run_1/io_fan.png
Bar = 20 um.
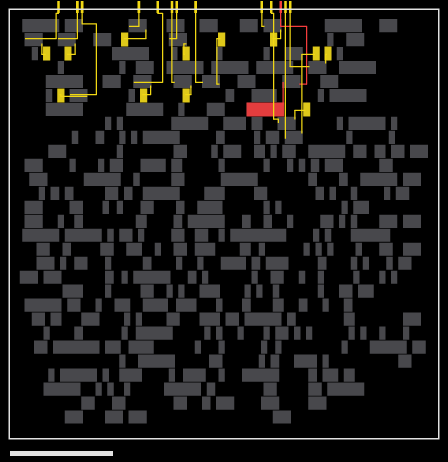
run_1/cell_density.png
Bar = 20 um. The die is cut into 8 by 8 equal tiles; black is low, pale yellow is high, 0 to 100% covered.
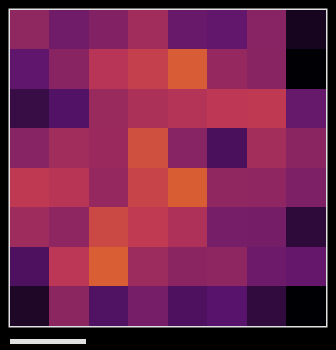
run_1/power_grid.png
Bar = 20 um. Pins as bars on the die edge.
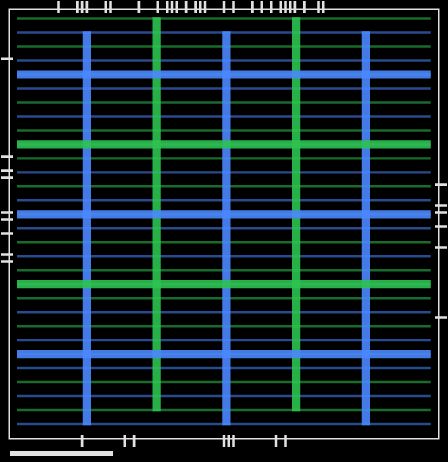
$ cat src/rtl/vga_sync_gen.sv
// 640x480@60 VGA timing generator: free-running counters, combinational coordinate
// decode, and a one-cycle registered sync/colour output stage. Optional VGA_SYNC_PATTERN_EN.
module vga_sync_gen #(
  parameter int H_ACTIVE = 640,
  parameter int H_FP     = 16,
  parameter int H_SYNC   = 96,
  parameter int H_BP     = 48,
  parameter int V_ACTIVE = 480,
  parameter int V_FP     = 10,
  parameter int V_SYNC   = 2,
  parameter int V_BP     = 33,
  parameter int SYNC_POL = 0
) (
  input  logic        clk_i,
  input  logic        rst_i,
  input  logic [11:0] rgb_i,
  output logic [9:0]  x_o,
  output logic [9:0]  y_o,
  output logic        active_o,
  output logic        frame_start_o,
  output logic        hsync_o,
  output logic        vsync_o,
  output logic [11:0] rgb_o
);

  localparam int H_TOT    = H_ACTIVE + H_FP + H_SYNC + H_BP;
  localparam int V_TOT    = V_ACTIVE + V_FP + V_SYNC + V_BP;
  localparam int HS_START = H_ACTIVE + H_FP;
  localparam int HS_END   = HS_START + H_SYNC;
  localparam int VS_START = V_ACTIVE + V_FP;
  localparam int VS_END   = VS_START + V_SYNC;
  localparam logic POL    = (SYNC_POL != 0) ? 1'b1 : 1'b0;

  logic [9:0]  hcnt;
  logic [9:0]  vcnt;
  logic        hs_act;
  logic        vs_act;
  logic [11:0] pix_rgb;

  always_ff @(posedge clk_i) begin
    if (rst_i) begin
      hcnt <= '0;
      vcnt <= '0;
    end else if (hcnt == 10'(H_TOT - 1)) begin
      hcnt <= '0;
      vcnt <= (vcnt == 10'(V_TOT - 1)) ? '0 : vcnt + 10'd1;
    end else begin
      hcnt <= hcnt + 10'd1;
    end
  end

  // Stage 0: the pixel source sees these in the same cycle it must supply rgb_i.
  assign x_o           = hcnt;
  assign y_o           = vcnt;
  assign active_o      = (hcnt < 10'(H_ACTIVE)) && (vcnt < 10'(V_ACTIVE));
  assign frame_start_o = (hcnt == '0) && (vcnt == '0) && !rst_i;

  assign hs_act = (hcnt >= 10'(HS_START)) && (hcnt < 10'(HS_END));
  assign vs_act = (vcnt >= 10'(VS_START)) && (vcnt < 10'(VS_END));

`ifdef VGA_SYNC_PATTERN_EN
  localparam int BAR_W = H_ACTIVE / 8;

  // Eight equal-width colour bars across the visible line; rgb_i is ignored.
  always_comb begin
    pix_rgb = 12'h000;
    if      (hcnt < 10'(BAR_W))     pix_rgb = 12'hFFF;
    else if (hcnt < 10'(2 * BAR_W)) pix_rgb = 12'hFF0;
    else if (hcnt < 10'(3 * BAR_W)) pix_rgb = 12'h0FF;
    else if (hcnt < 10'(4 * BAR_W)) pix_rgb = 12'h0F0;
    else if (hcnt < 10'(5 * BAR_W)) pix_rgb = 12'hF0F;
    else if (hcnt < 10'(6 * BAR_W)) pix_rgb = 12'hF00;
    else if (hcnt < 10'(7 * BAR_W)) pix_rgb = 12'h00F;
    else                            pix_rgb = 12'h000;
  end
`else
  assign pix_rgb = rgb_i;
`endif

  // Stage 1: syncs and colour share one register stage so they stay aligned.
  always_ff @(posedge clk_i) begin
    if (rst_i) begin
      hsync_o <= ~POL;
      vsync_o <= ~POL;
      rgb_o   <= 12'h000;
    end else begin
      hsync_o <= hs_act ? POL : ~POL;
      vsync_o <= vs_act ? POL : ~POL;
      rgb_o   <= active_o ? pix_rgb : 12'h000;
    end
  end

endmodule

$ cat config.mk
export PLATFORM = sky130hd
export DESIGN_NAME = vga_sync_gen
export DESIGN_NICKNAME = d
export VERILOG_FILES = /design/src/rtl/vga_sync_gen.sv
export SDC_FILE = /design/constraint.sdc
export NUM_CORES = 1
export LEC_CHECK = 0
export ABC_AREA = 1
export ABC_CLOCK_PERIOD_IN_PS = 1600
export CELL_PAD_IN_SITES_DETAIL_PLACEMENT = 1
export CELL_PAD_IN_SITES_GLOBAL_PLACEMENT = 2
export CORE_UTILIZATION = 24
export DETAILED_ROUTE_END_ITERATION = 10
export PLACE_DENSITY_LB_ADDON = 0.1
export SLEW_MARGIN = 10
export SYNTH_ARGS = -nofsm -noshare
export SYNTH_HDL_FRONTEND = slang
export SYNTH_SLANG_ARGS = --single-unit
$ cat constraint.sdc
create_clock -name clk_i -period 1.6 [get_ports clk_i]
set_input_delay 0.24 -clock clk_i [delete_from_list [all_inputs] [get_ports clk_i]]
set_output_delay 0.24 -clock clk_i [all_outputs]
set_load 0.005 [all_outputs]
==> flow_summary.toml, run 1 <==
# synthesis and place-and-route metrics
[run_status]
status = "complete, no violations"

[setup_path]
path_max_fanout = 5
critPathBufInv = 2
path_delay_family = "buffers and inverters"

[clock_tree]
cts-root-buf = "clkbuf_8"
cts.sinks = 34

[placement]
dpl.hpwl_mm = 3.85
pre_cts_ws_ps = -292

[timing]
worst_pin_slew_ps = 373
max_slew_margin_pct = 74.9
skew_ps = 5.42
rsz0062_at_grt = "no"

[drt]
drt_iter0_drc = 25
via_per_inst = 4.30

[cells_and_area]
area_growth_syn_to_layout_pct = 63.4
final_area_sq_mm = 0.00259

[synthesis]
synth_cells = 220
ys_cells = 220
top_area_share_pct = 42.9
yosysTopAreaCell = "dfxtp_1"

[flow_run]
warnings = 28

[global_route]
grt_max_degree = 13

[power]
p_int_mw = 1.47
Back to the opening pictures, io_fan.png:
rgb_i: in yellow, bits 12, direction input, edge top, end cells 12, buffers 12, wire 235 um. vsync_o: in red, bits 1, direction output, edge top, end cells 1, buffers 1, wire 25.0 um.
port buffer count: 49
# IOs: 50

Back to the opening pictures, cell_density.png:
The fullest tile reaches 62%. 3.1% of the tiles are nearly empty. The mean over all tiles is 36%.
final core utilization: 40.8%
FP Util: 25.0%
Core Area: 0.00635 sq mm

Back to the opening pictures, power_grid.png:
VSS: in blue. VDD: in green.
50 signal pins sit on the boundary. The core has 29 rows. 5 straps on met5. 5 straps on met4. 30 met1 rails follow the rows.
die span in y: 83.3 um
die width: 83.3 um
Peak VDD IR: 0.000281 V

==> run 1: power groups by stage <==
stage | registers (mW) | logic [mW] | clock network (mW)
2_1_floorplan | 0.901 | 0.0517 | 0
6_report | 0.876 | 0.171 | 0.813
4_1_cts | 0.876 | 0.170 | 0.857
3_3_place_gp | 0.895 | 0.170 | 0
3_5_place_dp | 0.896 | 0.171 | 0
5_1_grt | 0.877 | 0.190 | 0.879
==> run 1: placed cells by master (no fill, tap or decap), types with 2 or more instances in the layout <==
| master | n |
|---|---|
| a21oi_1 | 7 |
| dfxtp_1 | 33 |
| o21ai_2 | 2 |
| nand2_1 | 42 |
| nand3_1 | 12 |
| nand2_4 | 2 |
| buf_2 | 2 |
| clkbuf_8 | 6 |
| buf_4 | 37 |
| xor2_1 | 3 |
| nor3b_1 | 2 |
| inv_2 | 4 |
| ha_1 | 3 |
| clkdlybuf4s50_1 | 47 |
| nand3_2 | 3 |
| nand4_1 | 5 |
| nor2_4 | 4 |
| inv_1 | 35 |
| nor2_1 | 41 |
| nand2_2 | 3 |
| nor3_1 | 7 |
==> run 1: what timing repair did <==
item / in CTS / in global routing
endpoints found under the setup margin: 2 / 16
resized: 8 / 11
setup buffers: 0 / 1
pin swaps: 3 / 4
gates cloned: 0 / 0
==> run 1: state kept, by name, summed over array words and instances, names as in the netlist <==
| signal | cells |
|---|---|
| vsync_o | 1 |
| x_o | 10 |
| rgb_o | 12 |
| y_o | 10 |
| hsync_o | 1 |
==> run 1: routing by layer <==
metal,GRT usage (%),vias to the layer above,share of wire (%)
met5,0,-,0
met2,23.9,22,49
li1,-,868,-
met1,18.4,778,47
met3,3.08,6,2.7
met4,4.70,0,1.1
==> run 1: worst register-to-register path, stage by stage (launching register included) <==
cell     delay (ps)
dfxtp_1         330
buf_4           140
ha_4            150
nand2_2          70
nor2_4          110
inv_1            90
nor2_4          200
nand2_1          80
nor2_1           90
nor2_1           50
==> run 1: kinds of logic after synthesis <==
family          Yosys count
buf+inv                  40
flops                    34
compound gates           12
xor+xnor                  3
fa+ha+maj                 4
simple gates            127
==> run 1: layout make-up <==
cell class,instances,area [sq um]
flip-flops and latches,34,682
repair buffers,86,758
clock buffers,6,82.6
fillers,797,3760
well taps,77,96.3
multi-input cells,146,795
inverters,39,146
clock inverters,1,30.0
==> run 1: worst paths after layout <==
check	from	endpoint	slack (ps)	cells past startpoint
min reg2reg	x_o[0]	x_o[0]	550	2
max	x_o[2]	x_o[2]	60	2
min	rgb_i[0]	rgb_o[0]	480	3
max reg2reg	x_o[0]	y_o[2]	190	9
==> run 1: per-stage QoR <==
stage | util (%) | hold WS [ps]
floorplan | - | 312
global placement | 38.4 | 522
detailed placement | 38.4 | 527
CTS | 40.1 | 462
global route | 40.8 | 472
finish | 40.8 | 475
==> run 1 -> run 2 <==
--- a/config.mk
+++ b/config.mk
@@ -7,6 +7,7 @@
 export LEC_CHECK = 0
 export ABC_AREA = 1
 export ABC_CLOCK_PERIOD_IN_PS = 1600
+export CAP_MARGIN = 20
 export CELL_PAD_IN_SITES_DETAIL_PLACEMENT = 1
 export CELL_PAD_IN_SITES_GLOBAL_PLACEMENT = 2
 export CORE_UTILIZATION = 24
run_2/congestion.png
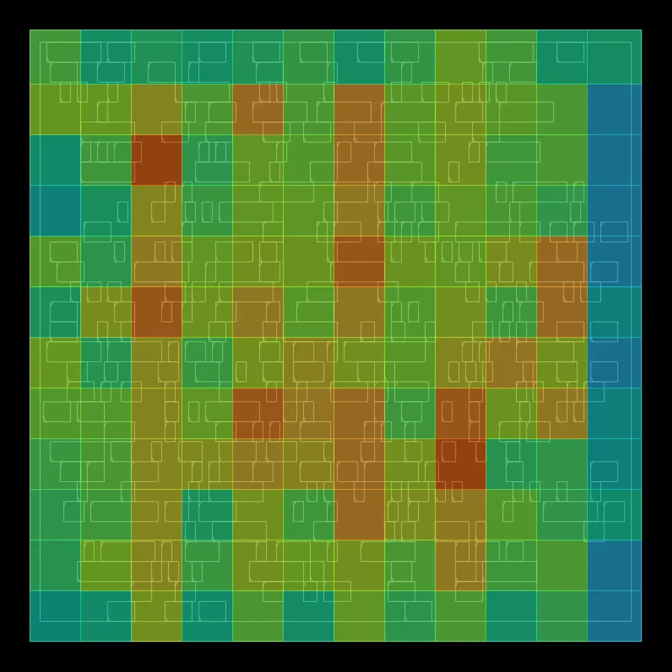
most used routing layer: met2
routing usage on met1: 18.4%
global routing usage on met2: 23.9%
WL per Instance: 12.4 um

run_2/io_fan.png
Bar = 20 um.
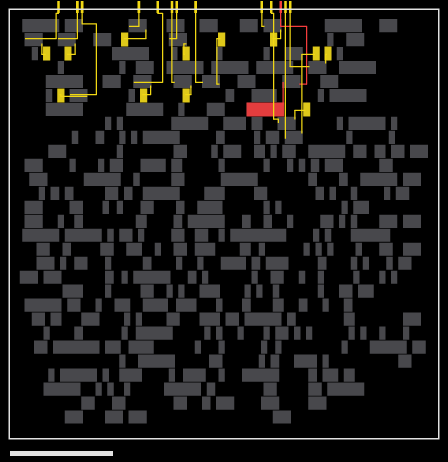
vsync_o: in red, bits 1, direction output, edge top, end cells 1, buffers 1, wire 25.0 um. rgb_i: in yellow, bits 12, direction input, edge top, end cells 12, buffers 12, wire 235 um.

==> run 2 against run 1 <==
Clock power barely moved; cell count did not move; area after synthesis did not move; wire length did not move; clock skew did not move; cell area did not move; non-clock buffer count did not move; count of clock-buffer cells in the layout did not move; largest cell class unchanged.
==> flow_summary.toml, run 2 <==
# synthesis and place-and-route metrics
[flow_run]
warnings = 28

[floorplanning]
coreArea_sq_mm = 0.00635
ioPinCount = 50
core_util_floorplan_pct = 25.0
die_width_um = 83.3
fp.dieH_um = 83.3

[run_status]
status = "complete, no violations"

[synthesis]
yosysTopAreaCell = "dfxtp_1"
top_area_share_pct = 42.9
synth_cells = 220
ys_cells = 220

[placement]
dpl.hpwl_mm = 3.85
pre_cts_ws_ps = -292
port-buffer-count = 49

[cells_and_area]
lay_top_cells = "47 x clkdlybuf4s50_1, 42 x nand2_1, 41 x nor2_1"
largest-register = "rgb_o"
final_util_pct = 40.8
lay_top_count = "clkdlybuf4s50_1"
area_growth_syn_to_layout_pct = 63.4
largest_reg_flops = 12
final_area_sq_mm = 0.00259

[timing]
rsz0062_at_grt = "no"
skew_ps = 5.42
worst_pin_slew_ps = 373
fin_hold_ws_ps = 475

[power]
vdd_drop_max_v = 0.000281

[drt]
via_per_inst = 4.30
drt_iter0_drc = 25

[clock_tree]
cts_buffers = 5
cts-root-buf = "clkbuf_8"
cts.sinks = 34

[global_route]
grt_max_degree = 13
met3_usage_pct = 3.08

[setup_path]
path_max_fanout = 5
run 2: cell counts in the layout (fill, tap and decap cells not counted):
Identical to the previous run, type by type.
run 2: area by class of cell:
class	count	area (sq um)
multi-input combinational	146	795
sequential	34	682
inverter	39	146
timing repair buffer	86	758
tap	77	96.3
clock inverter	1	30.0
fill	797	3760
clock buffer	6	82.6
run 2: cells by family (layout without fill, tap and decap cells):
logic type                 Yosys count  after routing  share of synthesized area (%)
xor gates and xnor gates             3              3                           1.66
AOI/OAI and AO/OA                   12             12                           4.50
buffers and inverters               40            132                           9.55
adders and majority gates            4              4                           3.16
DFF                                 34             34                           42.9
and+or+nand+nor                    127            127                           38.2
run 2: worst max-delay path, cell delays in order (launching register included):
cell and delay, ps:
dfxtp_1 360, buf_4 150, clkdlybuf4s50_1 500
run 2: path summary, 6_finish.rpt:
| path | from | end | cells after the start |
|---|---|---|---|
| worst max-delay path | x_o[2] | x_o[2] | 2 |
| worst min-delay path | rgb_i[0] | rgb_o[0] | 3 |
| worst max register to register | x_o[0] | y_o[2] | 9 |
| worst min register to register | x_o[0] | x_o[0] | 2 |
run 2: per-stage QoR:
stage	TNS, ps	cells
2_1_floorplan	0	220
3_3_place_gp	-307	381
3_5_place_dp	-347	381
4_1_cts	0	388
5_1_grt	0	389
6_report	0	389
run 2: routing by layer:
metal	vias up	wire length [um]	share of wire (%)
met3	6	131	2.7
li1	868	-	-
met5	-	0	0
met4	0	51	1.1
met1	778	2270	47
met2	22	2360	49
run 2: timing repair:
action                                  4_1_cts  5_1_grt
hold endpoints to repair                      0        0
endpoints found under the setup margin        2       16
buffers inserted                              0        1
resized                                       8       11
pin swaps                                     3        4
run 2: where the power goes:
part | internal (mW) | leakage, nW | switching, mW | total (mW)
sequential | 0.868 | 0.278 | 0.00753 | 0.876
clock | 0.498 | 0.0573 | 0.315 | 0.813
combinational | 0.103 | 0.792 | 0.0684 | 0.171
total | 1.47 | 1.13 | 0.390 | 1.86
run_2/cell_density.png
Bar = 20 um. The die is cut into 8 by 8 equal tiles; black is low, pale yellow is high, 0 to 100% covered.
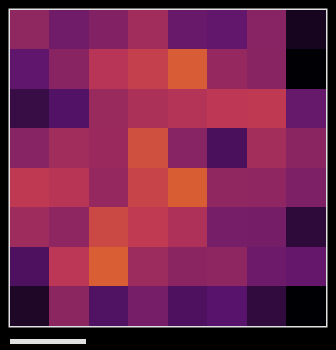

==> run 2 -> run 3 <==
==> constraint.sdc (replaced) <==
create_clock -name clk_i -period 1.6 [get_ports clk_i]
set_input_delay 0.48 -clock clk_i [delete_from_list [all_inputs] [get_ports clk_i]]
set_output_delay 0.48 -clock clk_i [all_outputs]
set_load 0.005 [all_outputs]
run_3/cell_density.png
Bar = 20 um. The die is cut into 8 by 8 equal tiles; black is low, pale yellow is high, 0 to 100% covered.
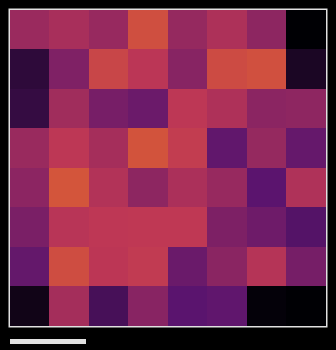
The emptiest ninth of the die: lower right. The mean over all tiles is 37%. 4.7% of the tiles are nearly empty. The fullest tile reaches 59%.
final core utilization: 42.2%

==> run 3 against run 2 <==
The flow now finishes with violations (setup timing); register-to-register slack worse by 40 ps; clock skew up 3.1 ps; largest power group unchanged; global-route usage up 0.82 points; sequential power about the same; cell area up 3.6%; cell count up 2.6%; fmax down 11%; critical path depth up 4; power down 7.7%; core utilization up 1.5 points; largest cell class is now buffers; count of clock-buffer cells in the layout up 1.
==> flow_summary.toml, run 3 <==
# synthesis and place-and-route metrics
[cells_and_area]
lay_top_count = "buf_4"
comb_area_sq_um = 801
area_growth_syn_to_layout_pct = 69.2
fillCellCount = 792
seqCellArea_sq_um = 706
largest-register = "rgb_o"
lay_top_cells = "43 x buf_4, 42 x nand2_1, 41 x nor2_1"
largest_reg_flops = 12
final_area_sq_mm = 0.00268

[power]
p_int_mw = 1.32
p_sw_mw = 0.400
netSwitchingFraction_pct = 23.3
seq_power_share_pct = 51.0
clockPowerShare_pct = 38.9

[floorplanning]
fp.dieH_um = 83.3
core_util_floorplan_pct = 25.0

[timing]
fin_hold_ws_ps = 532
tns_ps = -210
skew_ps = 8.54
worst_pin_slew_ps = 366
rsz0062_at_grt = "yes"
setup_viol = 2
worst_slack_ps = -140

[drt]
wire_per_inst_um = 12.2
drt_iter0_drc = 25

[clock_tree]
cts_buffers = 5
cts-root-buf = "clkbuf_8"
cts.sinks = 34

[synthesis]
top_area_share_pct = 42.9
synth_cells = 220
yosysTopAreaCell = "dfxtp_1"

[placement]
dpl.hpwl_mm = 3.86
port-buffer-count = 49

[run_status]
violations = "setup timing"
status = "finished with violations"

[setup_path]
cp_slowest_cell = "dfxtp_1"
path_cells = "inv_1 > nand2_2 > nor3_2 > nand4_1 > nor2_1 > buf_2"
critPathMaxStageDelay_ps = 310

[global_route]
grt_max_degree = 13
run_3/power_grid.png
Bar = 20 um. Pins as bars on the die edge.
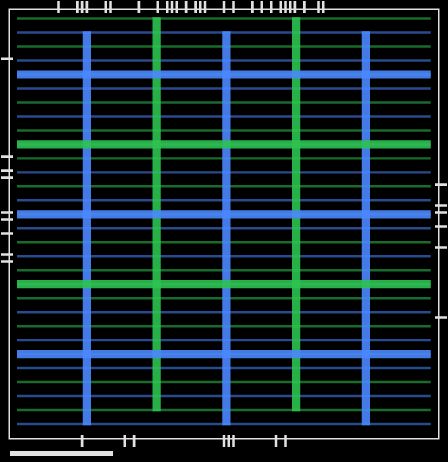
VSS: in blue. VDD: in green.
5 straps on met5. The core has 29 rows.
Peak VDD IR: 0.000391 V

[run 3: cell types whose count changed in the layout (fill, tap and decap cells not counted), moves of 2 or more]
cell and change:
clkdlybuf4s50_1 -33, dlygate4sd2_1 +20, dfxtp_1 -17, dfxtp_2 +16, dlymetal6s2s_1 +12, buf_4 +6, inv_1 -4, inv_2 +4
buf_6 +3, nand3_1 +2, nand3_2 -2
[run 3: layer usage]
| metal | global-route usage [%] | vias to the layer above | share of wire [%] | wire length, um |
|---|---|---|---|---|
| met5 | 0 | - | 0 | 0 |
| met4 | 3.76 | 0 | 0.80 | 39 |
| met3 | 2.98 | 5 | 3.1 | 150 |
| met2 | 26.7 | 23 | 51 | 2460 |
| met1 | 18.9 | 796 | 45 | 2200 |
| li1 | - | 886 | - | - |
[run 3: layout make-up]
class                   instances  share of cell area (%)
repair buffers                 95                    31.4
multi-input cells             146                    29.9
inverters                      39                    5.46
well taps                      77                    3.59
clock buffers                   7                    3.22
flip-flops and latches         34                    26.3
clock inverters                 1                   0.187
[run 3: logic make-up (layout without fill, tap and decap cells)]
kind of cell	after synthesis	in the layout	share of synthesized area, %
DFF	34	34	42.9
buffers and inverters	40	142	9.55
xor gates and xnor gates	3	3	1.66
AOI/OAI and AO/OA	12	12	4.50
and+or+nand+nor	127	127	38.2
adders and majority gates	4	4	3.16
[run 3: final timing paths]
| check | start | to | cells after the start |
|---|---|---|---|
| setup reg to reg | x_o[0] | y_o[7] | 9 |
| hold reg to reg | x_o[0] | x_o[0] | 2 |
| hold / removal | x_o[0] | x_o[0] | 2 |
| setup / recovery | x_o[6] | frame_start_o | 6 |
[run 3: critical path: cells and delay by family, from the launching register on]
| kind | cells | cell delay, ps |
|---|---|---|
| AND/OR/NAND/NOR | 4 | 470 |
| flip-flops | 1 | 310 |
| buffers and inverters | 2 | 200 |
[run 3: power by group through the flow]
stage          clock network (mW)  logic (mW)  registers [mW]
2_1_floorplan                   0      0.0517           0.901
3_3_place_gp                    0       0.174           0.895
3_5_place_dp                    0       0.176           0.896
4_1_cts                     0.701       0.177           0.876
5_1_grt                     0.744       0.191           0.878
6_report                    0.668       0.173           0.875
[run 3: repair_timing]
item | in CTS | in global routing
resized | 60 | 18
buffers inserted | 2 | 2
pin swaps | 5 | 6
setup endpoints to repair | 22 | 24
Power is estimated from default activity; no workload was simulated.
